[src/rtl/writeback_arbiter.sv]
// Multi-channel writeback stage: two independent round-robin arbiters
// (integer file and float file) pick at most one result each per cycle
// from NCH execution channels and register the chosen write for the
// register files, along with a per-channel completion pulse.
module writeback_arbiter #(
  parameter int NCH  = 3,
  parameter int XLEN = 32,
  parameter int RAW  = 5
) (
  input  logic                clk,
  input  logic                rstn,
  input  logic                enabled,
  input  logic [NCH-1:0]      ch_valid,
  output logic [NCH-1:0]      ch_ready,
  input  logic [NCH-1:0]      ch_to_freg,
  input  logic [NCH*RAW-1:0]  ch_rd,
  input  logic [NCH*XLEN-1:0] ch_data,
  output logic                reg_w_enable,
  output logic [RAW-1:0]      reg_w_dest,
  output logic [XLEN-1:0]     reg_w_data,
  output logic                freg_w_enable,
  output logic [RAW-1:0]      freg_w_dest,
  output logic [XLEN-1:0]     freg_w_data,
  output logic [NCH-1:0]      completed
);

  localparam int PW = (NCH > 1) ? $clog2(NCH) : 1;

  logic [PW-1:0]   int_ptr;
  logic [PW-1:0]   fp_ptr;
  logic [NCH-1:0]  req_int;
  logic [NCH-1:0]  req_fp;
  logic [NCH-1:0]  grant_int;
  logic [NCH-1:0]  grant_fp;
  logic [PW-1:0]   int_idx;
  logic [PW-1:0]   fp_idx;
  logic [RAW-1:0]  int_rd;
  logic [XLEN-1:0] int_data;
  logic [RAW-1:0]  fp_rd;
  logic [XLEN-1:0] fp_data;

  // First requester at or after the pointer wins; if none, the search wraps
  // to the channels below the pointer. Two passes avoid any modulo counter.
  function automatic logic [NCH-1:0] rr_pick(input logic [NCH-1:0] req,
                                             input logic [PW-1:0]  ptr);
    logic [NCH-1:0] g;
    logic           found;
    g     = '0;
    found = 1'b0;
    for (int i = 0; i < NCH; i++) begin
      if (!found && req[i] && (i >= int'(ptr))) begin
        g[i]  = 1'b1;
        found = 1'b1;
      end
    end
    for (int i = 0; i < NCH; i++) begin
      if (!found && req[i] && (i < int'(ptr))) begin
        g[i]  = 1'b1;
        found = 1'b1;
      end
    end
    return g;
  endfunction

  // Index of the single set bit of a grant vector (zero when empty).
  function automatic logic [PW-1:0] onehot_idx(input logic [NCH-1:0] g);
    logic [PW-1:0] idx;
    idx = '0;
    for (int i = 0; i < NCH; i++) begin
      if (g[i]) idx = PW'(i);
    end
    return idx;
  endfunction

  // Pointer advance past the winner; NCH need not be a power of two, so the
  // wrap is an explicit compare against the last channel.
  function automatic logic [PW-1:0] next_ptr(input logic [PW-1:0] idx);
    return (idx == PW'(NCH - 1)) ? '0 : idx + PW'(1);
  endfunction

  // Split requests by destination file and arbitrate each file independently.
  always_comb begin
    req_int   = ch_valid & ~ch_to_freg;
    req_fp    = ch_valid & ch_to_freg;
    grant_int = '0;
    grant_fp  = '0;
    if (enabled) begin
      grant_int = rr_pick(req_int, int_ptr);
      grant_fp  = rr_pick(req_fp, fp_ptr);
    end
  end

  assign ch_ready = grant_int | grant_fp;
  assign int_idx  = onehot_idx(grant_int);
  assign fp_idx   = onehot_idx(grant_fp);

  // Select destination and data of the granted channel for each file.
  always_comb begin
    int_rd   = '0;
    int_data = '0;
    fp_rd    = '0;
    fp_data  = '0;
    for (int i = 0; i < NCH; i++) begin
      if (grant_int[i]) begin
        int_rd   = ch_rd[i*RAW +: RAW];
        int_data = ch_data[i*XLEN +: XLEN];
      end
      if (grant_fp[i]) begin
        fp_rd   = ch_rd[i*RAW +: RAW];
        fp_data = ch_data[i*XLEN +: XLEN];
      end
    end
  end

  // Round-robin pointers move only when their arbiter actually grants.
  always_ff @(posedge clk or negedge rstn) begin
    if (!rstn) begin
      int_ptr <= '0;
      fp_ptr  <= '0;
    end else begin
      if (|grant_int) int_ptr <= next_ptr(int_idx);
      if (|grant_fp)  fp_ptr  <= next_ptr(fp_idx);
    end
  end

  // Integer write port; writes to x0 retire without raising the strobe.
  always_ff @(posedge clk or negedge rstn) begin
    if (!rstn) begin
      reg_w_enable <= 1'b0;
      reg_w_dest   <= '0;
      reg_w_data   <= '0;
    end else begin
      reg_w_enable <= (|grant_int) && (int_rd != '0);
      if (|grant_int) begin
        reg_w_dest <= int_rd;
        reg_w_data <= int_data;
      end
    end
  end

  // Float write port; f0 is an ordinary register, so every grant writes.
  always_ff @(posedge clk or negedge rstn) begin
    if (!rstn) begin
      freg_w_enable <= 1'b0;
      freg_w_dest   <= '0;
      freg_w_data   <= '0;
    end else begin
      freg_w_enable <= |grant_fp;
      if (|grant_fp) begin
        freg_w_dest <= fp_rd;
        freg_w_data <= fp_data;
      end
    end
  end

  // Completion pulse for every channel whose result was accepted last cycle.
  always_ff @(posedge clk or negedge rstn) begin
    if (!rstn) begin
      completed <= '0;
    end else begin
      completed <= grant_int | grant_fp;
    end
  end

endmodule

[config.mk]
export PLATFORM = sky130hd
export DESIGN_NAME = writeback_arbiter
export DESIGN_NICKNAME = d
export VERILOG_FILES = /design/src/rtl/writeback_arbiter.sv
export SDC_FILE = /design/constraint.sdc
export NUM_CORES = 1
export LEC_CHECK = 0
export CAP_MARGIN = 20
export CORE_MARGIN = 2
export CORE_UTILIZATION = 40
export CTS_CLUSTER_SIZE = 16
export DETAILED_ROUTE_END_ITERATION = 7
export DONT_BUFFER_PORTS = 1
export PLACE_DENSITY = 0.63
export SYNTH_ARGS = -nofsm -noshare
export SYNTH_HDL_FRONTEND = slang
export SYNTH_SLANG_ARGS = --single-unit
[constraint.sdc]
create_clock -name clk -period 2.51 [get_ports clk]
set_input_delay 0.6275 -clock clk [delete_from_list [all_inputs] [get_ports clk]]
set_output_delay 0.6275 -clock clk [all_outputs]
set_load 0.1 [all_outputs]
### M1 wires, run 1

Supply wires on this layer in grey.
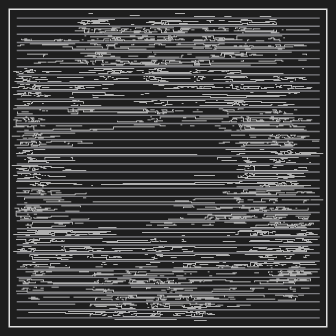
wire length on this layer = 5,940 um
longest straight run = 57.0 um
WL final: 14.9 mm
met1 Use GR: 32.8%

### Metal 2, run 1

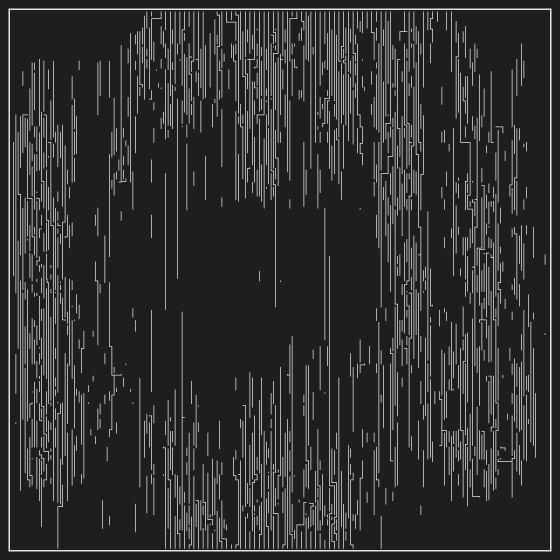
longest straight run = 54.1 um
nets with wire on the layer = 553
main direction = vertical
wire length on this layer = 7,130 um
DR vias: 4,192
met2 usage: 42.0%

### Metal 3, run 1

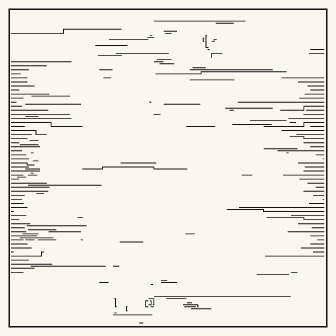
longest straight run = 45.5 um
share of all routed wire = 10%

==> results_dict.tcl, run 1 <==
# collected from the flow reports
set metrics [dict create \
    maxCapViolCount 0 \
    comb_cell_power_mw 3.01 \
    grt_pass1_wl_mm 22.3 \
    use_met3_pct 6.01 \
    yosys-mux-area-fraction_pct 0.480 \
    pre_cts_slack_ns 0.0903 \
    flop_cell "dfrtp_1" \
    common_cells "83 x dfrtp_1, 72 x nor2_1, 69 x nand2_1" \
    warning_count 30 \
    drive_gt1_share_pct 28.4 \
    final-comb-area_sq_mm 0.00203 \
    synth_warnings 0 \
    yosys_area_sq_mm 0.00417 \
    area_leaders "dfrtp_1 50%, a221oi_1 7.8%, a21oi_1 7.3%, nor2_1 6.5%, nand2_1 6.2%" \
    antenna_cells 0 \
    critPathBufInv 1 \
    violations "hold timing, setup timing" \
    timing.rr.end "freg_w_dest[0]" \
    row_count 37 \
    stdcell_area_sq_mm 0.00549 \
    root_buffer "clkbuf_8" \
    path_clk_slew_ns 0.08 \
    comb_cells 343 \
    tap_cells 136 \
    wl_per_cell_um 21.3 \
    track_usage_pct 25.6 \
    htreeDepth 3 \
    wl_met3_mm 1.52 \
    status "complete, but fails checks" \
    timing.final.crit_share_pct 101 \
    grt.overflow.total 0 \
    synthesis.nets 587 \
    p_int_mw 2.69 \
    clock_latency_ns 0.35 \
    setup_slack_ns -0.0232 \
    final_max_slew_viol_count 0 \
    yosys.area.top_type_share_pct 49.8 \
    finalHoldViolCount 83 \
    worst_hold_slack_ns -0.0336 \
    via_per_inst 6.00 \
    die_w_um 106 \
    synth-compound-area-share_pct 30.2 \
    worst_slew_pin_slew_ns 1.09 \
    setup_violations 1 \
    power_frac_clock_pct 17.1 \
]
### M4 wires, run 1

The bar under the picture is 20 um long. Supply wires on this layer in grey. Cells faint in the background.
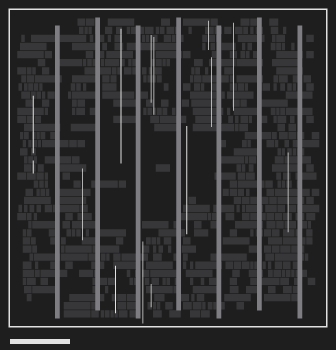

## Run 2: what changed since run 1
--- a/config.mk
+++ b/config.mk
@@ -12,6 +12,7 @@
 export DETAILED_ROUTE_END_ITERATION = 7
 export DONT_BUFFER_PORTS = 1
 export PLACE_DENSITY = 0.63
+export REMOVE_ABC_BUFFERS = 1
 export SYNTH_ARGS = -nofsm -noshare
 export SYNTH_HDL_FRONTEND = slang
 export SYNTH_SLANG_ARGS = --single-unit
### M4 wires, run 2

The bar under the picture is 20 um long. Supply wires on this layer in grey. Cells faint in the background.
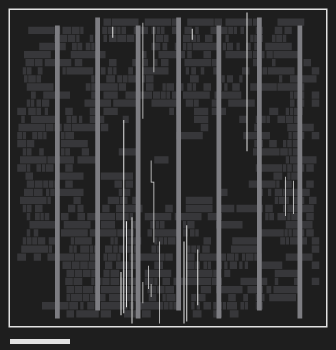
main direction = vertical
wire length on this layer = 418 um
longest straight run = 64.6 um
nets with wire on the layer = 18
share of all routed wire = 3.0%

==> run 2 against run 1 <==
The run still ends with hold timing, setup timing left. Fmax is 1.4% lower. Synthesized cell count did not move. Via count down 1.9%. Clock power grew 7%. Global-route usage shrank 1.2 points. Sequential cell count did not move. Worst setup slack lost 0.037 ns. Clock skew up 0.0031 ns. First-iteration DRC count is 18% lower. Power decreased by 0.18%. Worst hold slack lost 0.0013 ns.
==> results_dict.tcl, run 2 <==
# collected from the flow reports
set metrics [dict create \
    status "complete, but fails checks" \
    violations "hold timing, setup timing" \
    htreeDepth 3 \
    grt_start_max_net_pins 84 \
    final-comb-area_sq_mm 0.00198 \
    critPathBufInv 0 \
    power_frac_clock_pct 18.3 \
    yosys.area.top_type_share_pct 49.8 \
    timing.final.crit_share_pct 102 \
    p_comb_share_pct 52.0 \
    flop-count 83 \
    setup_violations 2 \
    crit_path_max_fanout 4 \
    timing.rr.end "freg_w_data[15]" \
    cts_tree "built" \
    vias 4114 \
    dieArea_sq_mm 0.0113 \
    clock_latency_ns 0.35 \
    n_clock_buffer 11 \
    comb_cells 343 \
    via_per_inst 5.97 \
    finalHoldViolCount 68 \
    async_reset_ff_share_pct 100 \
    use_met3_pct 6.44 \
    cp_num_cells 3 \
    tap_cells 136 \
    stdcell_area_sq_mm 0.00530 \
    use_met1_pct 29.0 \
    syn_inst 467 \
    yosys-mux-area-fraction_pct 0.480 \
    postCtsSetupRepairBufs 10 \
    pre_cts_slack_ns 0.0661 \
    antenna_cells 0 \
    area_leaders "dfrtp_1 50%, a221oi_1 7.8%, a21oi_1 7.3%, nor2_1 6.5%, nand2_1 6.2%" \
    ys_types 35 \
    yosys_area_sq_mm 0.00417 \
    fin_skew_ns 0.0109 \
    wl_per_cell_um 20.4 \
    synth_adder_area_share_pct 0 \
    gr-usage-met2_pct 41.7 \
    edf_count 0 \
    die_w_um 106 \
    p_int_mw 2.68 \
    synth_warnings 0 \
    largestClassByArea "registers" \
    yosys.area_share.xor_xnor_pct 0 \
    io_pins 202 \
    wirelength_mm 14.1 \
    root_buffer "clkbuf_8" \
    path_clk_slew_ns 0.09 \
    grt_pass1_wl_mm 21.9 \
    wl_met3_mm 1.24 \
    die_y_um 106 \
    relSlewSlack_pct 27.9 \
    hpwl_mm 9.21 \
    flop_cell "dfrtp_1" \
    worst_slew_pin_slew_ns 1.08 \
    grt.overflow.total 0 \
    warning_count 29 \
    drt-met1-wl_mm 5.31 \
    maxCapViolCount 0 \
    dr.pass1.iters 7 \
    common_cells "83 x dfrtp_1, 72 x nor2_1, 69 x nand2_1" \
    row_count 37 \
    pg_seq_mw 1.68 \
    power_leader "combinational cells" \
    worst_hold_slack_ns -0.0349 \
    comb_cell_power_mw 2.94 \
    synth-compound-area-share_pct 30.2 \
    postSynthSeqShare_pct 49.8 \
    clock_area_share_pct 4.01 \
    grt_busiest_layer "met2" \
    r2r_slack_ns 0.15 \
    track_usage_pct 24.4 \
    setup_slack_ns -0.0598 \
    drive_gt1_share_pct 26.0 \
    path_delay_family "AND-OR/OR-AND gates" \
    final_max_slew_viol_count 0 \
    fillers 954 \
]
Power and IR drop assume default switching activity.
